Figure 1. Congestion heat map.
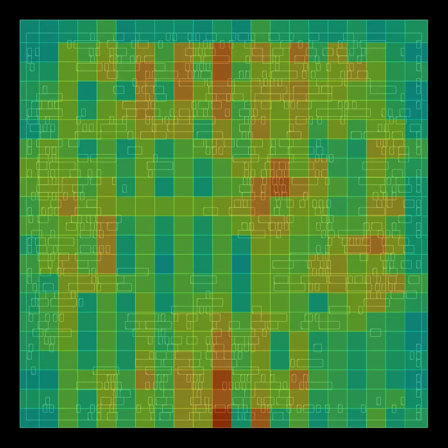
Figure 2. Logic cells by family.
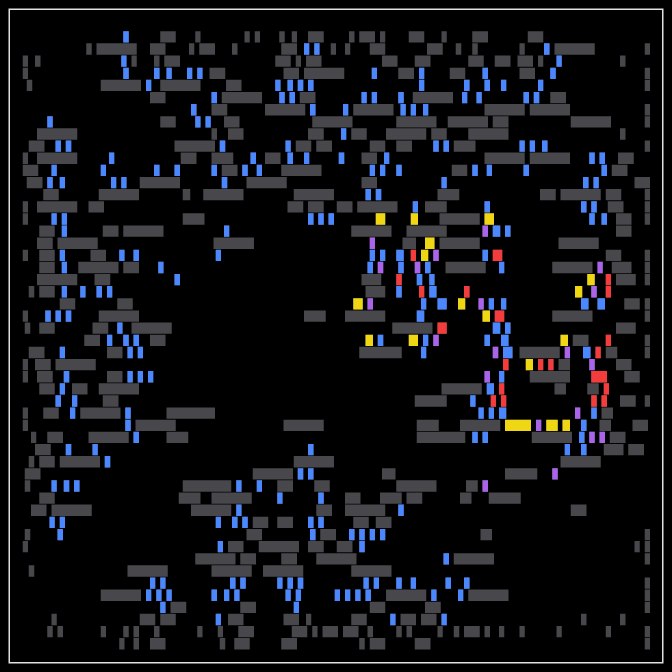
File: config.mk
export PLATFORM = sky130hd
export DESIGN_NAME = bloom_filter_ingress
export DESIGN_NICKNAME = d
export VERILOG_FILES = /design/src/rtl/bloom_filter_ingress.sv
export SDC_FILE = /design/constraint.sdc
export NUM_CORES = 1
export LEC_CHECK = 0
export ABC_AREA = 1
export CELL_PAD_IN_SITES_DETAIL_PLACEMENT = 1
export CELL_PAD_IN_SITES_GLOBAL_PLACEMENT = 2
export CORE_MARGIN = 2
export CORE_UTILIZATION = 20
export CTS_BUF_LIST = sky130_fd_sc_hd__clkbuf_8
export DETAILED_ROUTE_END_ITERATION = 12
export PLACE_DENSITY_LB_ADDON = 0.3
export SLEW_MARGIN = 20
export SYNTH_ARGS = -nofsm -noshare
export SYNTH_HDL_FRONTEND = slang
export SYNTH_SLANG_ARGS = --single-unit
File: constraint.sdc
create_clock -name main_clk_i -period 1.9 [get_ports main_clk_i]
set_input_delay 0.19 -clock main_clk_i [delete_from_list [all_inputs] [get_ports main_clk_i]]
set_output_delay 0.19 -clock main_clk_i [all_outputs]
set_load 0.01 [all_outputs]
File: src/rtl/bloom_filter_ingress.sv
// rtl/bloom_filter_ingress.sv - Avalon-ST framing guard ahead of bloom_filter; counters enabled by BLOOM_FILTER_INGRESS_STATS_EN
package bloom_filter_pkg;
    localparam int BYTE_W = 8;
endpackage

module bloom_filter_ingress
    import bloom_filter_pkg::*;
#(
    parameter int SYMBOLS   = 8,
    parameter int EMPTY_W   = (SYMBOLS > 1) ? $clog2(SYMBOLS) : 1,
    parameter int MAX_BEATS = 190,
    parameter int CNT_W     = 32
) (
    input  logic                        main_clk_i,
    input  logic                        main_arst_n_i,
    input  logic [SYMBOLS*BYTE_W-1:0]   in_data_i,
    input  logic                        in_valid_i,
    output logic                        in_ready_o,
    input  logic                        in_startofpacket_i,
    input  logic                        in_endofpacket_i,
    input  logic [EMPTY_W-1:0]          in_empty_i,
    output logic [SYMBOLS*BYTE_W-1:0]   out_data_o,
    output logic                        out_valid_o,
    output logic                        out_startofpacket_o,
    output logic                        out_endofpacket_o,
    output logic [EMPTY_W-1:0]          out_empty_o,
    input  logic                        out_ready_i,
    input  logic                        stat_clr_i,
    output logic [CNT_W-1:0]            stat_pkt_o,
    output logic [CNT_W-1:0]            stat_drop_beat_o,
    output logic [CNT_W-1:0]            stat_trunc_o
);

    localparam int DATA_W = SYMBOLS * BYTE_W;
    localparam int BC_W   = $clog2(MAX_BEATS + 1);
    localparam logic [BC_W-1:0] MAX_BC = BC_W'(MAX_BEATS);

    typedef enum logic [1:0] {IDLE, IN_PKT, DROP} state_t;

    state_t              state_q, state_d;
    logic [BC_W-1:0]     cnt_q, cnt_d;
    logic                h_valid, h_sop, h_eop;
    logic [DATA_W-1:0]   h_data;
    logic [EMPTY_W-1:0]  h_empty;

    logic accept, abort, out_xfer;
    logic store, force_eop, drop_inc, trunc_inc, pkt_inc;

    assign in_ready_o = !h_valid || out_ready_i;
    assign accept     = in_valid_i && in_ready_o;
    // A SOP arriving behind a non-EOP beat closes that beat on the way out.
    assign abort      = h_valid && !h_eop && in_valid_i && in_startofpacket_i;

    assign out_valid_o         = h_valid && (h_eop || in_valid_i);
    assign out_data_o          = h_data;
    assign out_startofpacket_o = h_valid && h_sop;
    assign out_endofpacket_o   = h_valid && (h_eop || abort);
    assign out_empty_o         = abort ? '0 : h_empty;
    assign out_xfer            = out_valid_o && out_ready_i;
    assign pkt_inc             = out_xfer && out_endofpacket_o;

    always_comb begin
        state_d   = state_q;
        cnt_d     = cnt_q;
        store     = 1'b0;
        force_eop = 1'b0;
        drop_inc  = 1'b0;
        trunc_inc = 1'b0;
        if (accept) begin
            case (state_q)
                IN_PKT: begin
                    store = 1'b1;
                    if (in_startofpacket_i) begin
                        trunc_inc = 1'b1;
                        cnt_d     = BC_W'(1);
                        state_d   = in_endofpacket_i ? IDLE : IN_PKT;
                    end else begin
                        cnt_d = cnt_q + BC_W'(1);
                        if (in_endofpacket_i) begin
                            state_d = IDLE;
                        end else if (cnt_q + BC_W'(1) == MAX_BC) begin
                            force_eop = 1'b1;
                            trunc_inc = 1'b1;
                            state_d   = DROP;
                        end
                    end
                end
                default: begin
                    if (in_startofpacket_i) begin
                        store   = 1'b1;
                        cnt_d   = BC_W'(1);
                        state_d = in_endofpacket_i ? IDLE : IN_PKT;
                    end else begin
                        drop_inc = 1'b1;
                        state_d  = in_endofpacket_i ? IDLE : DROP;
                    end
                end
            endcase
        end
    end

    always_ff @(posedge main_clk_i or negedge main_arst_n_i) begin
        if (!main_arst_n_i) begin
            state_q <= IDLE;
            cnt_q   <= '0;
        end else begin
            state_q <= state_d;
            cnt_q   <= cnt_d;
        end
    end

    always_ff @(posedge main_clk_i or negedge main_arst_n_i) begin
        if (!main_arst_n_i) begin
            h_valid <= 1'b0;
            h_sop   <= 1'b0;
            h_eop   <= 1'b0;
            h_data  <= '0;
            h_empty <= '0;
        end else if (store) begin
            h_valid <= 1'b1;
            h_sop   <= in_startofpacket_i;
            h_eop   <= in_endofpacket_i || force_eop;
            h_data  <= in_data_i;
            h_empty <= in_endofpacket_i ? in_empty_i : '0;
        end else if (out_xfer) begin
            h_valid <= 1'b0;
        end
    end

`ifdef BLOOM_FILTER_INGRESS_STATS_EN
    logic [CNT_W-1:0] pkt_q, drop_q, trunc_q;

    function automatic logic [CNT_W-1:0] sat_inc(input logic [CNT_W-1:0] v);
        return (&v) ? v : v + CNT_W'(1);
    endfunction

    always_ff @(posedge main_clk_i or negedge main_arst_n_i) begin
        if (!main_arst_n_i) begin
            pkt_q   <= '0;
            drop_q  <= '0;
            trunc_q <= '0;
        end else if (stat_clr_i) begin
            pkt_q   <= '0;
            drop_q  <= '0;
            trunc_q <= '0;
        end else begin
            if (pkt_inc)   pkt_q   <= sat_inc(pkt_q);
            if (drop_inc)  drop_q  <= sat_inc(drop_q);
            if (trunc_inc) trunc_q <= sat_inc(trunc_q);
        end
    end

    assign stat_pkt_o       = pkt_q;
    assign stat_drop_beat_o = drop_q;
    assign stat_trunc_o     = trunc_q;
`else
    logic stats_unused;
    assign stats_unused     = ^{stat_clr_i, pkt_inc, drop_inc, trunc_inc};
    assign stat_pkt_o       = '0;
    assign stat_drop_beat_o = '0;
    assign stat_trunc_o     = '0;
`endif

endmodule

==> metrics.log <==
[flow] summary of implementation run
[metrics] XOR/XNOR Fraction of Synth Area: less than 1%
[metrics] Post-synth ARST share: 100%
[metrics] register cell area after layout: roughly 0.0020 mm²
[metrics] Synth top cell by count: sky130_fd_sc_hd__nand2_1
[metrics] R2R setup slack: ~300 ps
[metrics] most area-consuming cells after synthesis: sky130_fd_sc_hd__dfrtp_1, sky130_fd_sc_hd__nand2_1, sky130_fd_sc_hd__buf_4
[metrics] number of warnings issued by yosys: 0
[metrics] total grt overflow: 0
[metrics] count of tool warnings: 28
[metrics] critical path cell sequence: buf_4 > nor2_1 > nor2_1 > clkdlybuf4s50_1
[metrics] Power per Cell Area: between 900 and 1000 mW/mm²
[metrics] CTS tree: yes
[metrics] fraction of final layout cells with drive strength greater than 1: 5.74%
[metrics] unrepaired setup endpoints after global routing: no
[metrics] area figure in the yosys stat output: between 0.004 and 0.005 mm²
[metrics] crit end category: primary output
[metrics] synthesized netlist cell count: between 400 and 500
[metrics] HPWL after detailed placement: about 8300 µm
[metrics] Crit Reg-Reg Endpoint: state_q[0]
[metrics] Antenna Violating Nets Remaining: 0
[metrics] startpoint of the worst-slack reg-to-reg timing path: cnt_q[0]
[metrics] maximum level of the CTS H-tree: 3
[metrics] final antenna diode count: 0
[metrics] prevailing post-synth register cell: sky130_fd_sc_hd__dfrtp_1
[metrics] Commonest cells post-synth: sky130_fd_sc_hd__nand2_1, sky130_fd_sc_hd__buf_4, sky130_fd_sc_hd__dfrtp_1
[metrics] proportion of synthesized chip area in sequential cells: 49.6%
[metrics] Adder-Cell Fraction of Synth Area: less than 1%
[metrics] post-synth top area share: approximately half
[metrics] via density per instance: ~3.6
[metrics] pin count of the biggest net entering global routing: 60
[metrics] post-synthesis sequential element count: 80
[metrics] total of fill cells in the finished design: approximately 2400
[metrics] final tally of setup violations: 0
[metrics] category of the worst setup path launch point: flip-flop
[metrics] post-synthesis cell type with the largest combined area: sky130_fd_sc_hd__dfrtp_1
[metrics] Max FO, Critical Path: 3
[metrics] cell repeated most along the worst path: sky130_fd_sc_hd__nor2_1
[metrics] CP max-delay cell: sky130_fd_sc_hd__clkdlybuf4s50_1
[metrics] number of antenna violations at the first check in global routing: 0
[metrics] critical setup path kind: flip-flop to primary output
[metrics] final count of pins violating max slew: 0
[metrics] number of DRC violations after detailed-routing iteration 0: 73
[metrics] # port buffers: between 100 and 150
[metrics] classification of the worst-slack hold path: primary input to async pin
[metrics] Critical Path Sink: out_valid_o
[metrics] sinks on the clock net: around 80
[metrics] Clock Latency Late Sink: between 300 and 400 ps
[metrics] Fin. Hold Viols: 0
[metrics] 1st-pass router iterations: 3
[metrics] total I/O pin count: between 200 and 250
[metrics] Buf+Inv Stages, Crit Path: 2
[metrics] share of synthesized cell area in and, or, nand and nor gates: around 25%
[metrics] Synth-to-Final Area Change: 41.7%
[metrics] WL per Instance: roughly 13 µm
[metrics] run status: finished, final reports clean
[metrics] Static Leakage: 0.00289 µW
[metrics] Gate Area: approximately 0.0015 mm²
[metrics] height of the die: roughly 150 µm
[metrics] cell at the root of the clock tree: sky130_fd_sc_hd__clkbuf_8
[metrics] Clock Pin Slew Worst Setup and Hold Paths: around 90 ps
[metrics] post-synthesis cell type count: 22
[metrics] delay of the slowest cell on the worst path: around 470 ps
[metrics] number of gates resized after CTS: 1
[metrics] Synth Area in Compound Gates: 2.60%
[metrics] count of hold-fix buffers inserted at cts: 1
[metrics] period utilisation layout: between 90 and 100%
[metrics] stages on the worst setup path: 4
[metrics] placeable core region: slightly below 0.02 mm²
[metrics] final WL: 11500 µm
[metrics] Cell Rows: approximately 50
[metrics] data required time at the worst endpoint: ~1700 ps
[metrics] Core Util at FP: 20.6%
[metrics] max-cap viol count: 0
[metrics] launching element of the worst setup path: h_eop
[metrics] cts bufs inserted: 9
[metrics] worst vdd ir: roughly 410 µV
[metrics] Max clock buf depth: 2
[metrics] via count: 3313
[metrics] Total Die Area: around 0.021 mm²
[metrics] Mapped Avg Cell Area: about 8 µm²
[metrics] setup slack of the critical path after layout: 135 ps
[metrics] worst setup slack after placement: 43.2 ps
[metrics] post-synth design cell area: roughly 0.0040 mm²
[metrics] endpoint arrival time on the critical path: 1570 ps
[metrics] combinational family with the most area after synthesis: simple AND/OR/NAND/NOR gates
[metrics] number of global-route vias before repair: about 3500
[metrics] first-pass GRT wire length: between 15000 and 20000 µm
[metrics] number of remaining DRC errors: 0
[metrics] Total Nets Final: 716
[metrics] post-route minimum period: roughly 1800 ps
[metrics] FF-to-FF path depth: 10
[metrics] floorplan die width: roughly 150 µm
[metrics] upper clock frequency limit: roughly 570 MHz
[metrics] number of flops mapped to enable cells by yosys: 0
[metrics] cells in synth_stat.txt: 490
[metrics] number of post-CTS setup repair buffers: 2
[metrics] total negative slack for setup checks: 0 ps
[metrics] clk_skew: ~6.6 ps
[metrics] routability-driven placement congestion ratio: ~0.7
[metrics] area fraction in mux cells: 0%
[metrics] Crit path max-delay family: buffers and inverters
About Figure 1:
overall track demand over capacity in global routing: 10.8%
met1 usage: 12.3%
final cell utilization of the core: 29.1%
M3 GR Usage: 2.88%
global route hottest layer: met2

About Figure 2:
legend:
  NAND gates:
    colour: blue
    cells: 237
    most_used: nand2_1
    where: spread over the die
  inverting AOI/OAI gates:
    colour: yellow
    cells: 17
    most_used: o21ai_0
  NOR gates:
    colour: red
    cells: 21
    most_used: nor2_1
    where: east
  inverters:
    colour: purple
    cells: 20
    most_used: inv_1

==> worst reg2reg max path, delay by kind of cell (launching register included) <==
family | cells | cell delay [ps]
AND-OR/OR-AND | 1 | 160
adder cells (fa/ha/maj) | 1 | 210
flip-flops | 1 | 430
AND/OR/NAND/NOR | 8 | 700
==> state kept, by name, summed over array words and instances, names as in the netlist <==
signal      cells
cnt_q           8
h_empty         3
h_eop           1
h_sop           1
h_valid         1
out_data_o     64
state_q         2
==> kinds of logic after synthesis <==
family | after synthesis
and+or+nand+nor | 258
buffers and inverters | 131
DFF | 80
AOI/OAI and AO/OA | 17
adders and majority gates | 2
xor gates and xnor gates | 1
other | 1
==> final cells by class <==
| cell class | count | area share (%) |
|---|---|---|
| Tap cell | 265 | 5.79 |
| Inverter | 20 | 1.31 |
| Clock inverter | 6 | 1.88 |
| Sequential cell | 80 | 35.0 |
| Multi-Input combinational cell | 374 | 26.2 |
| Clock buffer | 10 | 2.40 |
| Timing Repair Buffer | 155 | 27.4 |
==> report_power, final <==
| part | total, µW | internal (µW) | switching, µW |
|---|---|---|---|
| combinational | 1840 | 959 | 878 |
| clock | 1580 | 905 | 677 |
| sequential | 2300 | 2080 | 221 |
==> cells in the final DEF, fill, tap and decap left out <==
master	synthesis	routed
sky130_fd_sc_hd__nand2_1	224	224
sky130_fd_sc_hd__clkdlybuf4s50_1	0	138
sky130_fd_sc_hd__conb_1	1	96
sky130_fd_sc_hd__dfrtp_1	80	79
sky130_fd_sc_hd__inv_1	18	19
sky130_fd_sc_hd__nor2_1	17	17
sky130_fd_sc_hd__nand3_1	11	11
sky130_fd_sc_hd__clkbuf_8	0	10
sky130_fd_sc_hd__buf_4	98	9
sky130_fd_sc_hd__o21ai_0	8	8
sky130_fd_sc_hd__o22ai_1	5	5
sky130_fd_sc_hd__dlymetal6s2s_1	0	4
sky130_fd_sc_hd__nor2_2	3	3
sky130_fd_sc_hd__bufinv_16	0	3
sky130_fd_sc_hd__buf_12	0	3
sky130_fd_sc_hd__inv_2	2	2
sky130_fd_sc_hd__nand2_2	2	2
sky130_fd_sc_hd__ha_1	2	2
sky130_fd_sc_hd__nor3_2	0	1
sky130_fd_sc_hd__o21ai_4	1	1
sky130_fd_sc_hd__o21ai_1	1	1
sky130_fd_sc_hd__xor2_1	1	1
sky130_fd_sc_hd__a22oi_1	1	1
sky130_fd_sc_hd__a21oi_1	1	1
sky130_fd_sc_hd__clkinv_4	0	1
sky130_fd_sc_hd__clkinv_2	0	1
sky130_fd_sc_hd__dfrtp_2	0	1
sky130_fd_sc_hd__dlygate4sd3_1	0	1
==> stage by stage <==
step	power (µW)	util (%)	std cells	hold slack [ps]	cell area (µm²)
finish	5720	29.1	910	333	5720
detailed placement	4200	27.7	891	160	5440
global placement	4160	27.7	891	155	5440
CTS	5870	29.1	910	313	5710
floorplan	3200	-	585	-106	4400
global route	6120	29.1	910	345	5720
==> routing by layer <==
layer / wire length [µm] / up-vias / global-route usage [%]
met5: 0 / - / 0
met4: 213 / 0 / 4.81
met3: 720 / 12 / 2.88
met2: 5820 / 117 / 18.9
met1: 4760 / 1593 / 12.3
li1: - / 1591 / -
Power and IR drop assume default switching activity.
